File: src/rtl/sync_fifo_ctrl.sv
`default_nettype none
// ============================================================================
// sync_fifo_ctrl : single-clock FIFO controller driving a dual-port RAM
// Revision 1.0
// ============================================================================
module sync_fifo_ctrl #(
   parameter int DATA_WIDTH = 8,
   parameter int ADDR_BIT   = 9,
   parameter int ADDR_DEPTH = 512,
   parameter int AF_LEVEL   = 500,
   parameter int AE_LEVEL   = 4
) (
   input  logic                  wrclk,
   input  logic                  rst_n,
   input  logic                  wr_en,
   input  logic [DATA_WIDTH-1:0] wr_data,
   input  logic                  rd_en,
   output logic [DATA_WIDTH-1:0] rd_data,
   output logic                  rd_valid,
   output logic                  full,
   output logic                  empty,
   output logic                  almost_full,
   output logic                  almost_empty,
   output logic [ADDR_BIT:0]     usedw,
   input  logic                  err_clr,
   output logic                  overflow,
   output logic                  underflow,
   output logic                  ram_wren,
   output logic [ADDR_BIT-1:0]   ram_wraddress,
   output logic [DATA_WIDTH-1:0] ram_wrdata,
   output logic                  ram_rden,
   output logic [ADDR_BIT-1:0]   ram_rdaddress,
   input  logic [DATA_WIDTH-1:0] ram_rddata
);

   localparam int                  CNT_W     = ADDR_BIT + 1;
   localparam logic [ADDR_BIT-1:0] LAST_ADDR = ADDR_BIT'(ADDR_DEPTH - 1);
   localparam logic [ADDR_BIT-1:0] ADDR_ONE  = ADDR_BIT'(1);
   localparam logic [CNT_W-1:0]    CNT_ONE   = CNT_W'(1);
   localparam logic [CNT_W-1:0]    DEPTH_CNT = CNT_W'(ADDR_DEPTH);
   localparam logic [CNT_W-1:0]    AF_CNT    = CNT_W'(AF_LEVEL);
   localparam logic [CNT_W-1:0]    AE_CNT    = CNT_W'(AE_LEVEL);

   logic [ADDR_BIT-1:0] r_wr_ptr;
   logic [ADDR_BIT-1:0] r_rd_ptr;
   logic [CNT_W-1:0]    r_count;

   logic                w_wa;
   logic                w_ra;
   logic [ADDR_BIT-1:0] w_wr_ptr_nxt;
   logic [ADDR_BIT-1:0] w_rd_ptr_nxt;
   logic [CNT_W-1:0]    w_count_nxt;

   // Accepts are gated by the registered flags, i.e. the state before this edge.
   assign w_wa = wr_en & ~full;
   assign w_ra = rd_en & ~empty;

   assign ram_wren      = w_wa;
   assign ram_wraddress = r_wr_ptr;
   assign ram_wrdata    = wr_data;
   assign ram_rden      = w_ra;
   assign ram_rdaddress = r_rd_ptr;

   assign rd_data = ram_rddata;
   assign usedw   = r_count;

   // Explicit wrap compare so ADDR_DEPTH need not be a power of two.
   always_comb begin
      w_wr_ptr_nxt = r_wr_ptr;
      w_rd_ptr_nxt = r_rd_ptr;
      if (w_wa) begin
         w_wr_ptr_nxt = (r_wr_ptr == LAST_ADDR) ? '0 : r_wr_ptr + ADDR_ONE;
      end
      if (w_ra) begin
         w_rd_ptr_nxt = (r_rd_ptr == LAST_ADDR) ? '0 : r_rd_ptr + ADDR_ONE;
      end
   end

   always_comb begin
      w_count_nxt = r_count;
      case ({w_wa, w_ra})
         2'b10:   w_count_nxt = r_count + CNT_ONE;
         2'b01:   w_count_nxt = r_count - CNT_ONE;
         default: w_count_nxt = r_count;
      endcase
   end

   always_ff @(posedge wrclk) begin
      if (!rst_n) begin
         r_wr_ptr     <= '0;
         r_rd_ptr     <= '0;
         r_count      <= '0;
         full         <= 1'b0;
         empty        <= 1'b1;
         almost_full  <= 1'b0;
         almost_empty <= 1'b1;
         rd_valid     <= 1'b0;
         overflow     <= 1'b0;
         underflow    <= 1'b0;
      end else begin
         r_wr_ptr     <= w_wr_ptr_nxt;
         r_rd_ptr     <= w_rd_ptr_nxt;
         r_count      <= w_count_nxt;
         full         <= (w_count_nxt == DEPTH_CNT);
         empty        <= (w_count_nxt == '0);
         almost_full  <= (w_count_nxt >= AF_CNT);
         almost_empty <= (w_count_nxt <= AE_CNT);
         rd_valid     <= w_ra;
         // A new error event takes priority over a simultaneous clear.
         overflow     <= (wr_en & full)  | (overflow  & ~err_clr);
         underflow    <= (rd_en & empty) | (underflow & ~err_clr);
      end
   end

endmodule
`default_nettype wire

File: config.mk
export PLATFORM = sky130hd
export DESIGN_NAME = sync_fifo_ctrl
export DESIGN_NICKNAME = d
export VERILOG_FILES = /design/src/rtl/sync_fifo_ctrl.sv
export SDC_FILE = /design/constraint.sdc
export NUM_CORES = 1
export LEC_CHECK = 0
export ABC_AREA = 1
export CORE_MARGIN = 4
export CORE_UTILIZATION = 40
export DETAILED_ROUTE_END_ITERATION = 16
export GPL_ROUTABILITY_DRIVEN = 0
export GPL_TIMING_DRIVEN = 0
export PLACE_DENSITY = 0.73
export SKIP_LAST_GASP = 1
export SLEW_MARGIN = 20
export SYNTH_ARGS = -nofsm -noshare
export SYNTH_HDL_FRONTEND = slang
export SYNTH_SLANG_ARGS = --single-unit
File: constraint.sdc
create_clock -name wrclk -period 4 [get_ports wrclk]
set_clock_uncertainty 0.1 [all_clocks]
set_input_delay 0.8 -clock wrclk [delete_from_list [all_inputs] [get_ports wrclk]]
set_output_delay 0.8 -clock wrclk [all_outputs]
set_load 0.05 [all_outputs]
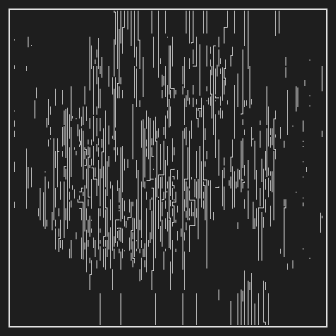
**Above:** run 1 (M2 wires).
- share of all routed wire: 49%
- nets with wire on the layer: 362

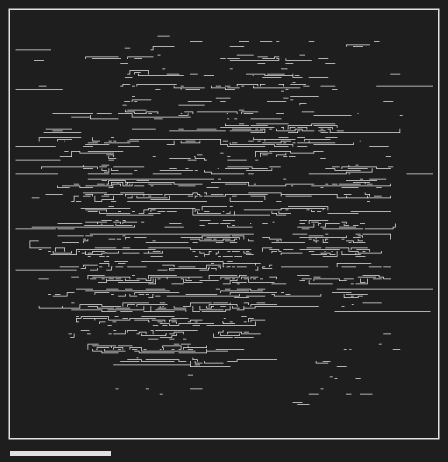
**Above:** run 1 (met1 routing).
Bar = 20 um.
- share of all routed wire: 43%
- longest straight run: 32.2 um
- wire length on this layer: 2570 um
- main direction: horizontal

==> impl_metrics.json, run 1 <==
{
  "area_growth_pct": 33.0,
  "path_cells": "clkdlybuf4s50_1 > inv_2 > nor2_4 > buf_6 > buf_12 > clkdlybuf4s50_1",
  "combinationalPowerShare_pct": 37.2,
  "power-top-group": "combinational cells",
  "top_usage_layer": "met2",
  "post_drt_wl_per_cell_um": 12.2,
  "adder_share_pct": 3.20,
  "crit_end": "ram_rden",
  "path_buffers": 5,
  "vias": 2426,
  "fin_util_pct": 55.6,
  "dr_wl_met2_mm": 2.93,
  "drtIter0Drc": 120,
  "core_area_sq_um": 5610,
  "drt-met1-wl_mm": 2.57,
  "tool_warnings": 26,
  "cts_inserted_buffers": 5,
  "async_flop_share_pct": 0,
  "reg2regPathDepth": 15,
  "status": "completed",
  "layout_top_cell": "nand2_1",
  "cts.clk_slew.worst_paths_ns": 0.07,
  "worstMarginPinSlew_ns": 0.545,
  "cts_root_buffer": "clkbuf_8",
  "mux_area_share_pct": 0,
  "postCtsSetupRepairBufs": 0,
  "fp.dieW_um": 84.6,
  "ctsResizeCount": 0,
  "maxCapViolations": 0,
  "placed_cell_area_sq_um": 3010,
  "synth_flop_count": 35,
  "area_leaders": "dfxtp_1 30%, nand2_1 16%, nand3_1 6.8%, inv_1 6.4%, nor2_1 5.3%",
  "dr_wl_met3_um": 393,
  "pwr.group.clock_w": 0.000320,
  "core_util_floorplan_pct": 41.8,
  "syn_area_per_cell_sq_um": 6.68,
  "numPortBuffers": 57,
  "cpMostUsedCell": "clkdlybuf4s50_1",
  "ys_seq_share_pct": 29.9,
  "grt_use_met1_pct": 20.3,
  "ys_cells": 351,
  "grt_pass1_vias": 2272,
  "worstPathRequired_ns": 3.10,
  "swShare_pct": 38.8,
  "die-area_sq_um": 7150,
  "route.top_layer_used": "met4",
  "post_synth_inst_count": 351,
  "die_y_um": 84.6,
  "switching_power_w": 0.000444,
  "fin_nets": 442,
  "largest_reg_flops": 10,
  "holdPathEnd": "ram_wraddress[4]",
  "hold_path.class": "reg -> reg",
  "htree_levels": 2,
  "place_inst": 480,
  "io_pins": 74,
  "antenna_found_initial": 0,
  "cts_tree": "built",
  "comb_power_w": 0.000426,
  "simple_gate_area_share_pct": 41.1,
  "dpl_worst_slack_ns": 0.316,
  "synth-main-ff-cell": "dfxtp_1",
  "stdcell_count": 488,
  "overflow": 0,
  "antenna_cells": 0,
  "postRouteAntennaNets": 0,
  "worstReg2RegEnd": "almost_full",
  "slowest_stage": "clkdlybuf4s50_1",
  "edf_count": 0,
  "rsz0062_at_grt": "no",
  "post-route-min-period_ns": 3.54,
  "seq_power_share_pct": 35.0,
  "drc": 0,
  "crit_family": "buffers and inverters",
  "gr-usage-met2_pct": 29.3,
  "setup_slack_ns": 0.461,
  "grt_pass1_wl_mm": 10.0,
  "fp_nets": 378,
  "cp_max_fo": 10,
  "fmax_mhz": 283,
  "syn_area_sq_um": 2340,
  "cts_sinks": 35,
  "grtUsageMet3_pct": 3.73,
  "ys_top_logic_family": "simple AND/OR/NAND/NOR gates",
  "cp.depth": 6,
  "layout_top_cells": "98 x nand2_1, 57 x clkdlybuf4s50_1, 40 x inv_1",
  "worstPathArrival_ns": 2.64,
  "grt_max_degree": 13,
  "xor_share_pct": 1.49,
  "cp-startpoint": "rd_en",
  "power.share.clock_pct": 27.9,
  "synth_cell_types": 35,
  "internal_power_w": 0.000702,
  "totalWireLength_mm": 5.96,
  "hold_slack_ns": 0.374,
  "regToRegSetupSlack_ns": 1.25,
  "clock_path_buffers": 2,
  "grtUsageTotal_pct": 16.7,
  "powerSeq_w": 0.000401,
  "slew_violations": 0,
  "critPathKind": "in -> out",
  "start_kind": "input pin",
  "ctsHoldBuffers": 0,
  "crit_path_end_kind": "output port",
  "worstReg2RegStart": "full",
  "post-dp-hpwl_mm": 4.70,
  "drive_gt1_share_pct": 13.7,
  "row_count": 27,
  "whs_path_depth": 2,
  "finalCritPeriodShare_pct": 88.5,
  "pwr_density_cell_nw_per_um2": 368,
  "total_power_w": 0.00115,
  "ir_drop_mv": 0.282,
  "p_leak_nw": 1.42,
  "ys_sh_aoi_pct": 8.91,
  "hold_path.startpoint": "ram_wraddress[4]",
  "setup_viol": 0,
  "slowest_delay_ns": 0.80,
  "hold_violations": 0,
  "top_area_share_pct": 29.9,
  "dr.pass1.iters": 5,
  "via_per_inst": 4.97,
  "yosys_area_sq_um": 2340,
  "relSlewSlack_pct": 63.3,
  "clk_latency_ns": 0.29,
  "tns_ns": 0,
  "design_area_sq_um": 3120,
  "top_area_cell": "dfxtp_1",
  "ys_warn_count": 0
}
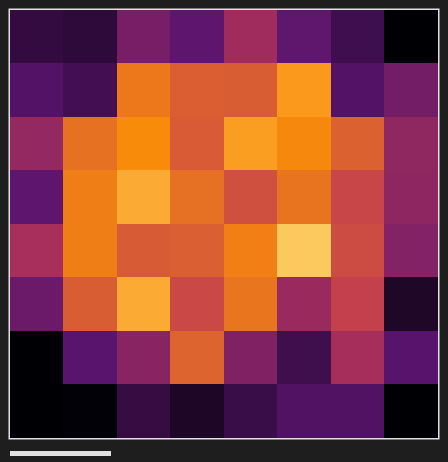
**Above:** run 1 (cell density map).
Bar = 20 um. 8 x 8 tiles, from black (low) to pale yellow (high), 0 to 100% covered.
- densest ninth of the die: center
- nearly empty tiles: 7.8%
- mean over tiles: 42%
- emptiest ninth of the die: south-west
- fullest tile: 88%
- tiles over 75% full: 7.8%

-- run 1: cell usage after synthesis, drive strengths merged (3+ instances only) --
| cell type | n |
|---|---|
| nand3b | 4 |
| o21bai | 3 |
| nor3 | 6 |
| dfxtp | 35 |
| inv | 42 |
| nor2 | 38 |
| xor2 | 4 |
| nand2 | 108 |
| o21ai | 13 |
| a21oi | 15 |
| ha | 6 |
| nand3 | 37 |
| buf | 23 |
| nand4 | 4 |
-- run 1: layout make-up --
type | instances | area [sq um]
timing repair buffer | 57 | 571
sequential | 35 | 701
clock inverter | 3 | 43.8
inverter | 42 | 158
clock buffer | 5 | 68.8
buffer | 25 | 203
tap | 72 | 90.1
multi-input combinational | 249 | 1280
fill | 557 | 2490
**Run 1: routing congestion map**

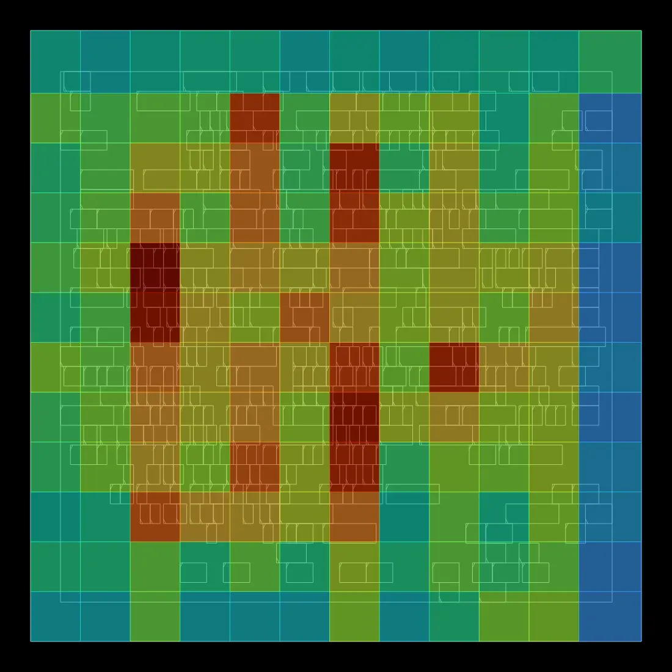

--- run 2 (diff from run 1) ---
CORE_UTILIZATION = 50   (was 40)
PLACE_DENSITY = 0.87   (was 0.73)
SKIP_CTS_REPAIR_TIMING = 1   (was unset)
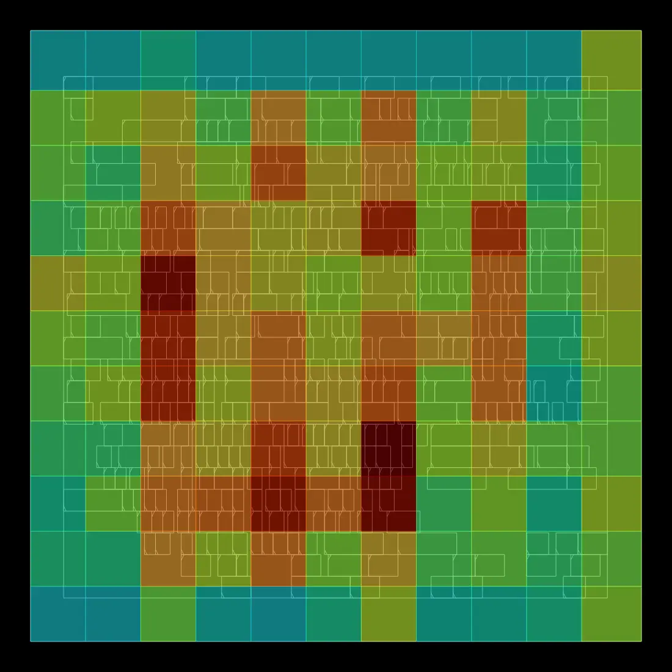
**Above:** run 2 (routing congestion map).
wire per inst: 12.8 um
met2 Use GR: 35.9%
busiest layer in global routing: met2
met1 global-route usage: 23.9%

==> impl_metrics.json, run 2 <==
{
  "status": "completed",
  "vias": 2432,
  "core_area_sq_um": 4440,
  "total_power_w": 0.00111,
  "synth_cell_types": 35,
  "tool_warnings": 26,
  "start_kind": "input pin",
  "relSlewSlack_pct": 63.9,
  "area_growth_pct": 31.5,
  "post-dp-hpwl_mm": 4.65,
  "buf_share_pct": 25.1,
  "top_area_share_pct": 29.9,
  "nNonClkBuffers": 82,
  "n_all_inverters": 42,
  "reg2regPathDepth": 15,
  "fillers": 389,
  "fin_nets": 442,
  "fmax_mhz": 282,
  "slowest_delay_ns": 0.80,
  "top_area_cell": "dfxtp_1",
  "core_util_floorplan_pct": 52.8,
  "ys_warn_count": 0,
  "dpl_worst_slack_ns": 0.300,
  "overflow": 0,
  "crit_family": "buffers and inverters",
  "grt_pass1_wl_mm": 9.96,
  "worstPathRequired_ns": 3.10,
  "ff_count": 35,
  "maxCapViolations": 0,
  "dr_wl_met2_mm": 2.91,
  "top_cell": "nand2_1",
  "internal_power_w": 0.000674,
  "post-route-min-period_ns": 3.54,
  "drc": 0,
  "swShare_pct": 39.5,
  "crit_end": "ram_rden",
  "edf_count": 0,
  "via_per_inst": 5.20,
  "combinationalPowerShare_pct": 38.3,
  "cts_sinks": 35,
  "simple_gate_area_share_pct": 41.1,
  "grtUsageTotal_pct": 20.4,
  "switching_power_w": 0.000440,
  "ir_drop_mv": 0.325,
  "xor_share_pct": 1.49,
  "totalWireLength_mm": 5.98,
  "cts.clk_slew.worst_paths_ns": 0.07,
  "syn_area_per_cell_sq_um": 6.68,
  "mux_area_share_pct": 0,
  "p_leak_nw": 1.41,
  "crit_path_end_kind": "output port",
  "worstReg2RegStart": "full",
  "slowest_stage": "clkdlybuf4s50_1",
  "drtIter0Drc": 192,
  "design_area_sq_um": 3080,
  "fp_nets": 378,
  "synth_flop_count": 35,
  "placed_cell_area_sq_um": 2980,
  "drt-met1-wl_mm": 2.50,
  "tns_ns": 0,
  "regToRegSetupSlack_ns": 1.19,
  "clk_latency_ns": 0.29,
  "ys_sh_aoi_pct": 8.91,
  "cpMostUsedCell": "clkdlybuf4s50_1",
  "finalCritPeriodShare_pct": 88.6,
  "hold_violations": 0,
  "clock_path_buffers": 2,
  "area_leaders": "dfxtp_1 30%, nand2_1 16%, nand3_1 6.8%, inv_1 6.4%, nor2_1 5.3%",
  "layout_top_cell": "nand2_1",
  "fp.dieW_um": 76.5,
  "numPortBuffers": 57,
  "row_count": 24,
  "adder_share_pct": 3.20,
  "largest_reg_flops": 10,
  "cts_root_buffer": "clkbuf_8",
  "comb.multi_input.count": 249,
  "holdPathEnd": "ram_wraddress[4]",
  "seq_share_pct": 22.7,
  "synth-main-ff-cell": "dfxtp_1",
  "path_cells": "clkdlybuf4s50_1 > inv_2 > nor2_4 > buf_6 > buf_12 > clkdlybuf4s50_1",
  "tap_cells": 52,
  "dr.pass1.iters": 5,
  "ys_seq_share_pct": 29.9,
  "hold_path.class": "reg -> reg",
  "hold_path.startpoint": "ram_wraddress[4]",
  "cp-startpoint": "rd_en",
  "worstReg2RegEnd": "almost_full",
  "antenna_found_initial": 0,
  "comb_share_pct": 41.6
}
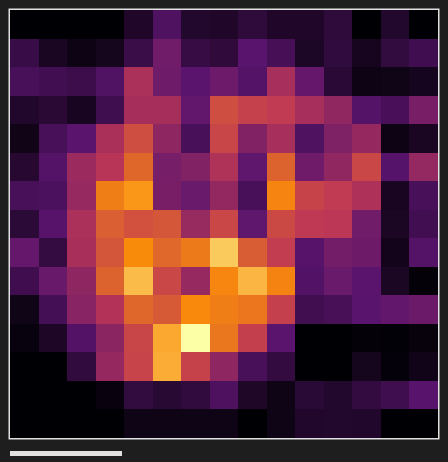
**Above:** run 2 (signal metal coverage by tile).
Bar = 20 um. 15 x 15 tiles, from black (low) to pale yellow (high), scaled to the fullest tile. Values are wire area over tile area, all layers added.
- mean over tiles: 0.17
- fullest tile: 0.61
- densest ninth of the die: center
- nearly empty tiles: 12%
- tiles over half the peak: 20%
- emptiest ninth of the die: south-east

## run 2: cell counts after synthesis
Identical to the previous run, type by type.
## run 2: power by group through the flow
stage / clock (W) / sequential (W) / combinational, W
5_1_grt: 0.000304 / 0.000405 / 0.000462
3_5_place_dp: 0 / 0.000409 / 0.000425
2_1_floorplan: 0 / 0.000490 / 0.000224
6_report: 0.000286 / 0.000401 / 0.000427
4_1_cts: 0.000289 / 0.000401 / 0.000427
3_3_place_gp: 0 / 0.000408 / 0.000416
## run 2: worst min-delay path, stage by stage, from the launching register on
cell and delay (ns):
dfxtp_1 0.32, inv_1 0.05, a21oi_1 0.05
## run 2: logic make-up after synthesis
family / count (synthesis)
fa+ha+maj: 6
simple gates: 202
xor+xnor: 4
buf+inv: 67
compound gates: 37
flops: 35
Power is estimated from default activity; no workload was simulated.
